### src/rtl/ex_muldiv_sequencer.sv
// Iterative unsigned MULTU/DIVU unit for the execute stage. It retires one bit per cycle
// into HI/LO and stalls the front of the pipeline until the result is committed.
module ex_muldiv_sequencer #(
  parameter int WIDTH = 32
) (
  input  logic             clock,
  input  logic             reset_n,
  input  logic             Start,
  input  logic [1:0]       MulDivOp,
  input  logic [WIDTH-1:0] Operand1,
  input  logic [WIDTH-1:0] Operand2,
  input  logic             Flush,
  output logic             Stall,
  output logic             Busy,
  output logic             Done,
  output logic             DivByZero,
  output logic [WIDTH-1:0] HI,
  output logic [WIDTH-1:0] LO
);

  localparam int CW = (WIDTH > 1) ? $clog2(WIDTH) : 1;

  typedef enum logic [1:0] {
    S_IDLE = 2'd0,
    S_BUSY = 2'd1,
    S_DONE = 2'd2
  } state_t;

  state_t               r_state, w_state_nxt;
  logic [CW-1:0]        r_cnt;
  logic                 r_is_div;
  logic [WIDTH-1:0]     r_b;
  logic [2*WIDTH-1:0]   r_acc;
  logic [WIDTH-1:0]     r_hi, r_lo;
  logic                 r_dbz;

  logic                 w_valid_op, w_accept, w_div, w_div_zero, w_last;
  logic [WIDTH:0]       w_sum, w_rem;
  logic [WIDTH-1:0]     w_diff;
  logic [2*WIDTH-1:0]   w_acc_nxt;

  assign w_div      = (MulDivOp == 2'b10);
  assign w_valid_op = (MulDivOp == 2'b01) || w_div;
  assign w_accept   = (r_state == S_IDLE) && Start && w_valid_op && !Flush;
  assign w_div_zero = w_div && (Operand2 == '0);
  assign w_last     = (r_cnt == CW'(WIDTH - 1));

  assign Stall     = reset_n && (w_accept || (r_state == S_BUSY));
  assign Busy      = (r_state == S_BUSY);
  assign Done      = (r_state == S_DONE);
  assign DivByZero = r_dbz;
  assign HI        = r_hi;
  assign LO        = r_lo;

  always_ff @(posedge clock or negedge reset_n) begin
    if (!reset_n) r_state <= S_IDLE;
    else          r_state <= w_state_nxt;
  end

  always_comb begin
    w_state_nxt = r_state;
    case (r_state)
      S_IDLE: if (w_accept) w_state_nxt = w_div_zero ? S_DONE : S_BUSY;
      S_BUSY: begin
        if (Flush)       w_state_nxt = S_IDLE;
        else if (w_last) w_state_nxt = S_DONE;
      end
      default: w_state_nxt = S_IDLE;
    endcase
  end

  // Shared accumulator: multiply shifts right adding the multiplicand into the upper half;
  // divide shifts left with a restoring trial subtract. Upper half -> HI, lower -> LO.
  always_comb begin
    w_sum     = {1'b0, r_acc[2*WIDTH-1:WIDTH]} + {1'b0, r_b};
    w_rem     = {r_acc[2*WIDTH-1:WIDTH], r_acc[WIDTH-1]};
    w_diff    = w_rem[WIDTH-1:0] - r_b;
    w_acc_nxt = r_acc;
    if (!r_is_div) begin
      if (r_acc[0]) w_acc_nxt = {w_sum, r_acc[WIDTH-1:1]};
      else          w_acc_nxt = {1'b0, r_acc[2*WIDTH-1:1]};
    end else if (w_rem >= {1'b0, r_b}) begin
      w_acc_nxt = {w_diff, r_acc[WIDTH-2:0], 1'b1};
    end else begin
      w_acc_nxt = {w_rem[WIDTH-1:0], r_acc[WIDTH-2:0], 1'b0};
    end
  end

  always_ff @(posedge clock or negedge reset_n) begin
    if (!reset_n) begin
      r_cnt    <= '0;
      r_is_div <= 1'b0;
      r_b      <= '0;
      r_acc    <= '0;
      r_hi     <= '0;
      r_lo     <= '0;
      r_dbz    <= 1'b0;
    end else begin
      case (r_state)
        S_IDLE: begin
          if (w_accept) begin
            r_is_div <= w_div;
            r_b      <= w_div ? Operand2 : Operand1;
            r_acc    <= {{WIDTH{1'b0}}, (w_div ? Operand1 : Operand2)};
            r_cnt    <= '0;
            r_dbz    <= w_div_zero;
            if (w_div_zero) begin
              r_hi <= Operand1;
              r_lo <= '1;
            end
          end
        end
        S_BUSY: begin
          if (!Flush) begin
            r_acc <= w_acc_nxt;
            r_cnt <= r_cnt + 1'b1;
            if (w_last) begin
              r_hi <= w_acc_nxt[2*WIDTH-1:WIDTH];
              r_lo <= w_acc_nxt[WIDTH-1:0];
            end
          end
        end
        default: ;
      endcase
    end
  end

endmodule
### config.mk
export PLATFORM = sky130hd
export DESIGN_NAME = ex_muldiv_sequencer
export DESIGN_NICKNAME = d
export VERILOG_FILES = /design/src/rtl/ex_muldiv_sequencer.sv
export SDC_FILE = /design/constraint.sdc
export NUM_CORES = 1
export LEC_CHECK = 0
export CORE_MARGIN = 3
export CORE_UTILIZATION = 62
export DETAILED_ROUTE_END_ITERATION = 16
export PLACE_DENSITY = 0.86
export SETUP_SLACK_MARGIN = 0.1
export SYNTH_ARGS = -nofsm -noshare
export SYNTH_HDL_FRONTEND = slang
export SYNTH_SLANG_ARGS = --single-unit
### constraint.sdc
create_clock -name clock -period 4.17 [get_ports clock]
set_input_delay 0.6255 -clock clock [delete_from_list [all_inputs] [get_ports clock]]
set_output_delay 0.6255 -clock clock [all_outputs]
set_load 0.005 [all_outputs]
Run 1, port wiring:
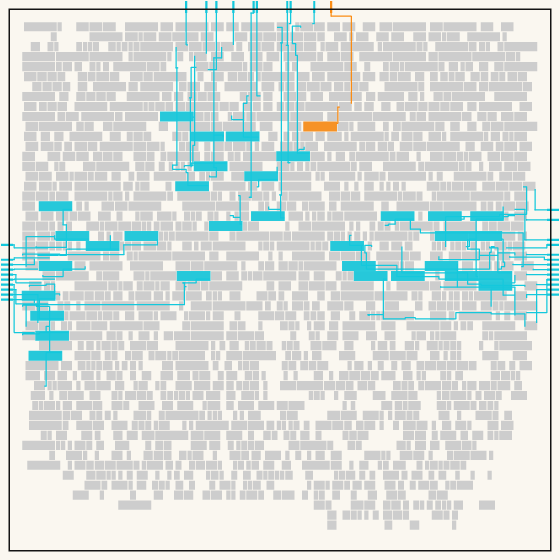
Key: HI = cyan [bits 32, direction output, edge 13 east, 10 west, 9 north, end cells 32, buffers 32, wire 1440 um]; DivByZero = orange [bits 1, direction output, edge north, end cells 1, buffers 1, wire 36.2 um]

Run 1, cell placement:
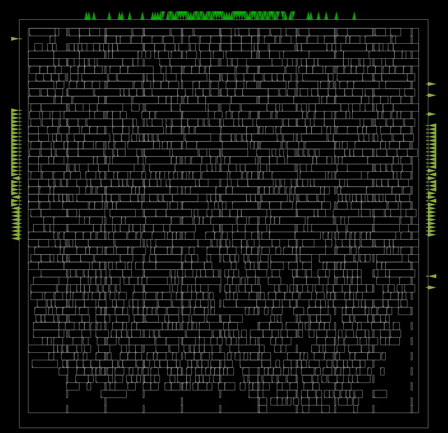
Seq/total area: 0.2906
Floorplan Core Area: 19530 um^2
number of fill cells: 1452
Tapcells: 265

==> impl_metrics.tcl, run 1 <==
# place-and-route summary
set metrics [dict create \
    dpl.hpwl_mm 28.85 \
    synth.largest_area_cell "sky130_fd_sc_hd__dfrtp_1" \
    yosys_stat_area_um2 12390 \
    wl_met3_mm 3.140 \
    yosysMostFrequentCell "sky130_fd_sc_hd__nand2_1" \
    largest_register_ffs 64 \
    setup.worst_path.end "r_acc[33]" \
    power.largest_group "combinational cells" \
    worstMarginPinSlew_ns 0.9347 \
    multi_input_comb_area_um2 7624 \
    grt_antenna_before_repair 0 \
    layout-drive-gt1-share 0.06170 \
    outcome "finished clean" \
    instance_count_on_the_critical_path 11 \
    yosysCellCount 1452 \
    fin_tns_setup_ns 0 \
    post_synthesis_sequential_area_ratio 0.3413 \
    power_density_nw_per_um2 722.9 \
    nNonClkBuffers 162 \
    ys.warnings.count 0 \
    pwr.group.sequential_mw 2.95 \
    combinational_cell_power_consumption_mw 6.02 \
    grt_max_degree 88 \
    synthesis.instances 1452 \
    ys.flops 169 \
    post-route-period-util 0.9116 \
    regToRegEndpoint "r_acc[33]" \
    crit_required_ns 4.50 \
    die-area_um2 21720 \
    skew_ns 0.01165 \
    layout.cells.most_common "sky130_fd_sc_hd__nand2_1" \
    global_route.overflow_total 0 \
    num-nonclk-inverters 52 \
    finalHoldViolations 0 \
    clock_net_power_mw 1.56 \
    rsz0062_at_grt "no" \
    final.setup.worst_slack_ns 0.3685 \
    p_seq_frac 0.281 \
    dr.max_layer_used "met4" \
    num_rows 51 \
    timing.critical_path.slowest_stage_cell "sky130_fd_sc_hd__o21ai_1" \
    post-synth-top-area-fraction 0.3413 \
    maximum_count_of_clock_buffers_along_a_single_path 2 \
    synthTopCellsByArea "sky130_fd_sc_hd__dfrtp_1 (34%), sky130_fd_sc_hd__ha_1 (6.8%), sky130_fd_sc_hd__mux2i_1 (6.5%)" \
    relSlewSlack 0.3762 \
    warnings 26 \
    firstDrtPassIters 5 \
    cp_top_family "AND-OR/OR-AND gates" \
    leakage_nw 6.480 \
    gr-usage-met2 0.6000 \
    finalSetupViolations 0 \
    die_y_um 147.4 \
    met2_length_mm 19.12 \
    postPlaceCellArea_um2 13990 \
    cp.arrival_ns 4.13 \
    comb_area_frac 0.5233 \
    p_sw_mw 4.781 \
    clkTransAtPathRegs_ns 0.07 \
    comb_power_share 0.571 \
    most_used_dff_post_synth "sky130_fd_sc_hd__dfrtp_1" \
    path_buffers 2 \
    route.detailed.vias_per_inst 6.740 \
    path_max_fanout 8 \
    comb.multi_input.count 1141 \
    dieWidth_um 147.4 \
    top_reg_by_flops "r_acc" \
    dpl_worst_slack_ns 0.4649 \
    boundaryPins 138 \
    synth_cell_types 73 \
    grt_util_met1 0.4618 \
    reg2reg_setup_slack_ns 0.37 \
    tritoncts "done" \
    io_buffer_count 137 \
    drt.antenna.violating_nets 0 \
    drt-initial-drc-count 1189 \
    finalNetCount 1682 \
    path_cells "inv_1, ha_1, a21o_1, a211oi_1, o21a_1, nand2_1, o21ai_1, buf_4, mux2i_1, a211oi_1, mux2_2" \
    cap_violations 0 \
    flops 169 \
    async_flop_share 1.000 \
    worst_setup_end_kind "flip-flop" \
    cts.htree.levels 4 \
    ctsRootBufferMaster "sky130_fd_sc_hd__clkbuf_16" \
    edf_count 0 \
    largest_cell_class "logic gates" \
    regArea_um2 4233 \
    max_freq_mhz 263.1 \
    power.clock.fraction 0.148 \
    clkLatencyLatePin_ns 0.44 \
    criticalPathCategory "reg -> reg" \
    final.min_clock_period_ns 3.802 \
    timing.critical_path.mode_cell "sky130_fd_sc_hd__a211oi_1" \
]
Run 1, routed metal per tile:
The die is cut into 29 by 29 equal tiles; black is low, pale yellow is high, scaled to the fullest tile. Values are wire area over tile area, all layers added.
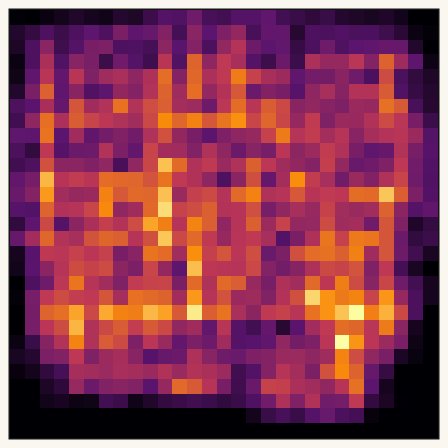
26% of the tiles are over half the peak. The mean over all tiles is 0.31. 9.3% of the tiles are nearly empty. The fullest tile reaches 0.85. The densest ninth of the die: center.
routed wire length: 39.90 mm
routed wirelength normalized by instance count: 21.91 um
GRT Overall Usage: 0.3625
total number of vias: 12270

Run 1, signal wires on met3:
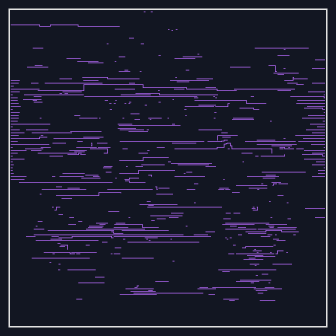
The longest straight run is 69.5 um. 290 nets have wire on it.
Global Route met3 Usage: 0.05181

-- run 1: cell families after synthesis --
kind of cell / count (synthesis) / share of synthesized area
mux: 97 / 0.07997
simple gates: 419 / 0.1587
xor+xnor: 43 / 0.03039
buf+inv: 142 / 0.04594
compound gates: 513 / 0.2728
flops: 169 / 0.3413
fa+ha+maj: 69 / 0.07088
-- run 1: per-stage QoR --
| stage | hold slack [ns] | cells | utilization |
|---|---|---|---|
| after floorplan | 0.3299 | 1452 | - |
| after global placement | 0.4579 | 1789 | 0.7166 |
| after detailed placement | 0.4684 | 1789 | 0.7166 |
| after CTS | 0.1085 | 1821 | 0.7461 |
| after global routing | 0.1196 | 1821 | 0.7461 |
| final | 0.09710 | 1821 | 0.7461 |
==> run 2: changes to the inputs <==
--- a/config.mk
+++ b/config.mk
@@ -8,8 +8,9 @@
 export CORE_MARGIN = 3
 export CORE_UTILIZATION = 62
 export DETAILED_ROUTE_END_ITERATION = 16
-export PLACE_DENSITY = 0.86
+export PLACE_DENSITY_LB_ADDON = 0.3
 export SETUP_SLACK_MARGIN = 0.1
+export SLEW_MARGIN = 0
 export SYNTH_ARGS = -nofsm -noshare
 export SYNTH_HDL_FRONTEND = slang
 export SYNTH_SLANG_ARGS = --single-unit
Run 2, where the registers sit:
Other sequential cells in the stronger gray, the rest of the logic in the fainter gray.
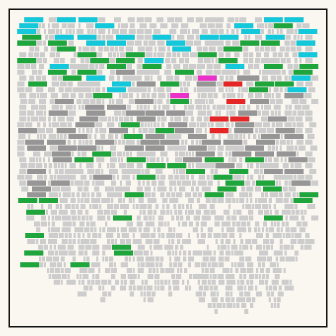
Key: r_cnt = red [flops 5]; r_acc = green [flops 64]; r_state = magenta [flops 2]; LO = cyan [flops 32, where a band across the top]
Another 66 sequential cells are not colored.
power drawn by the sequential cells: 2.98 mW
Seq/total area: 0.2902
area used by sequential logic in the layout: 4233 um^2
Final Util: 0.7470

==> impl_metrics.tcl, run 2 <==
# place-and-route summary
set metrics [dict create \
    warnings 26 \
    wl_met3_mm 3.252 \
    worstMarginPinSlew_ns 1.026 \
    clock-sinks 169 \
    fin_tns_setup_ns 0 \
    skew_ns 0.01116 \
    num-nonclk-inverters 52 \
    p_int_mw 5.826 \
    yosysCellCount 1452 \
    max_freq_mhz 258.3 \
    synth.largest_area_cell "sky130_fd_sc_hd__dfrtp_1" \
    route.detailed.wl_per_inst_um 21.65 \
    final_area_um2 14590 \
    postPlaceCellArea_um2 13980 \
    p_sw_mw 4.721 \
    avgSynthCellArea_um2 8.534 \
    num_rows 51 \
    combinational_cell_power_consumption_mw 5.94 \
    tapcell.inserted 265 \
    hold_path_class "in -> async" \
    cp.arrival_ns 3.25 \
    ctsHoldBuffers 0 \
    async_flop_share 1.000 \
    drc 0 \
    cp_top_family "buffers and inverters" \
    worst_r2r_startpoint "r_acc[32]" \
    hold_ws_ns 0.1413 \
    nNonClkBuffers 164 \
    lay_top_cells "sky130_fd_sc_hd__nand2_1 (184), sky130_fd_sc_hd__dfrtp_1 (168), sky130_fd_sc_hd__clkdlybuf4s50_1 (136), sky130_fd_sc_hd__o21ai_0 (122), sky130_fd_sc_hd__a21oi_1 (102)" \
    final.min_clock_period_ns 3.871 \
    clock_net_power_mw 1.63 \
    critical_path.startpoint_type "input port" \
    ir_worst_vdd_mv 0.4400 \
    finalHoldViolations 0 \
    cts_buffers 17 \
    cts-resized-gates 0 \
    ys.warnings.count 0 \
    finalSetupViolations 0 \
    largest_register_ffs 64 \
    largest_cell_class "logic gates" \
    met2_length_mm 18.37 \
    outcome "finished clean" \
    maximum_count_of_clock_buffers_along_a_single_path 2 \
    grt_antenna_before_repair 1 \
    rsz0062_at_grt "no" \
    gr-usage-met2 0.5795 \
    synthTopCellsByArea "sky130_fd_sc_hd__dfrtp_1 (34%), sky130_fd_sc_hd__ha_1 (6.8%), sky130_fd_sc_hd__mux2i_1 (6.5%)" \
    cts.repair_timing.setup_buffer_count 0 \
    layout-drive-gt1-share 0.06226 \
    stdcell_count 1823 \
    track_usage 0.3573 \
    comb_power_share 0.563 \
    worst_setup_end_kind "output pin" \
    ys.flops 169 \
    comb.multi_input.count 1141 \
    cap_violations 0 \
    edf_count 0 \
    die_y_um 147.4 \
    summed_instance_area_of_the_synthesized_netlist_um2 12390 \
    boundaryPins 138 \
    dieWidth_um 147.4 \
    fillCellCount 1448 \
    diodes 0 \
    firstDrtPassIters 5 \
    global_route.overflow_total 0 \
    io_buffer_count 137 \
    p_seq_frac 0.283 \
    power_density_nw_per_um2 723.2 \
    regToRegEndpoint "r_acc[55]" \
    dr.max_layer_used "met5" \
    timing.critical_path.slowest_stage_cell "sky130_fd_sc_hd__clkdlybuf4s50_1" \
    post-route-period-util 0.9283 \
    gp_congestion 1.056 \
    most_used_dff_post_synth "sky130_fd_sc_hd__dfrtp_1" \
    cts.htree.levels 4 \
    drt-initial-drc-count 1230 \
    global_route.peak_usage_layer "met2" \
    flow.area_growth_from_synthesis_pct 17.70 \
    final.setup.worst_slack_ns 0.2988 \
    synth_cell_types 73 \
    top_reg_by_flops "r_acc" \
    crit_required_ns 3.54 \
    dpl.cell_count 1791 \
    flops 169 \
    grt_util_met1 0.4563 \
    crit_path_max_incr_delay_ns 0.63 \
    yosys_stat_area_um2 12390 \
    tritoncts "done" \
    met1Wirelength_mm 15.45 \
    route.final.wire_length_mm 39.48 \
    dpl_worst_slack_ns 0.3304 \
    syn-num-nets 1591 \
    path_max_fanout 4 \
    dpl.hpwl_mm 28.57 \
    groute.layer.met3.usage 0.06622 \
    yosysMostFrequentCell "sky130_fd_sc_hd__nand2_1" \
    first_pass_grt_wire_length_mm 62.23 \
    core_um2 19530 \
    synthesis.instances 1452 \
    power.clock.fraction 0.155 \
    grt_max_degree 88 \
    leakage_nw 6.482 \
    drv_slew 0 \
    ctsRootBufferMaster "sky130_fd_sc_hd__clkbuf_16" \
    clock_buffer_count 19 \
    path_cells "clkdlybuf4s50_1, inv_1, ha_4, or3b_2, nand2b_2, a21boi_0, clkdlybuf4s50_1" \
    timing.critical_path.mode_cell "sky130_fd_sc_hd__clkdlybuf4s50_1" \
    layout.cells.most_common "sky130_fd_sc_hd__nand2_1" \
    finalNetCount 1684 \
    sw_frac_of_total 0.4476 \
    post-synth-top-area-fraction 0.3413 \
    vias 12280 \
    multi_input_comb_area_um2 7624 \
    reg2reg_setup_slack_ns 0.36 \
    path_buffers 3 \
    cp-startpoint "MulDivOp[0]" \
    instance_count_on_the_critical_path 7 \
    post_synthesis_sequential_area_ratio 0.3413 \
    power.largest_group "combinational cells" \
    setup.worst_path.end "Stall" \
    netlist_top_cells_count "sky130_fd_sc_hd__nand2_1 (184), sky130_fd_sc_hd__dfrtp_1 (169), sky130_fd_sc_hd__o21ai_0 (123)" \
    comb_area_frac 0.5227 \
    drt.antenna.violating_nets 0 \
    relSlewSlack 0.3145 \
    route.detailed.vias_per_inst 6.738 \
    total_power_mw 10.55 \
    portion_of_the_layout_cell_area_used_by_non_clock_buffers 0.1097 \
    clkLatencyLatePin_ns 0.43 \
    number_of_global_route_vias_before_repair 11790 \
    clkTransAtPathRegs_ns 0.07 \
    die-area_um2 21720 \
    criticalPathCategory "in -> out" \
    reg2regPathDepth 11 \
]
run 2: worst min-delay path by stage:
stage	end	cells past startpoint	startpoint
after floorplan	DivByZero	0	reset_n
after global placement	r_cnt[4]	2	r_cnt[4]
after detailed placement	r_cnt[4]	2	r_cnt[4]
after CTS	r_acc[58]	1	reset_n
after global routing	r_acc[59]	1	reset_n
final	r_acc[60]	1	reset_n
run 2: logic make-up after synthesis:
logic type                 count (synthesis)  share of synthesized area
xor gates and xnor gates                  43                    0.03039
adders and majority gates                 69                    0.07088
DFF                                      169                     0.3413
muxes                                     97                    0.07997
AOI/OAI and AO/OA                        513                     0.2728
buffers and inverters                    142                    0.04594
and+or+nand+nor                          419                     0.1587
No activity file was given, so power comes from the tool's default toggle rates.
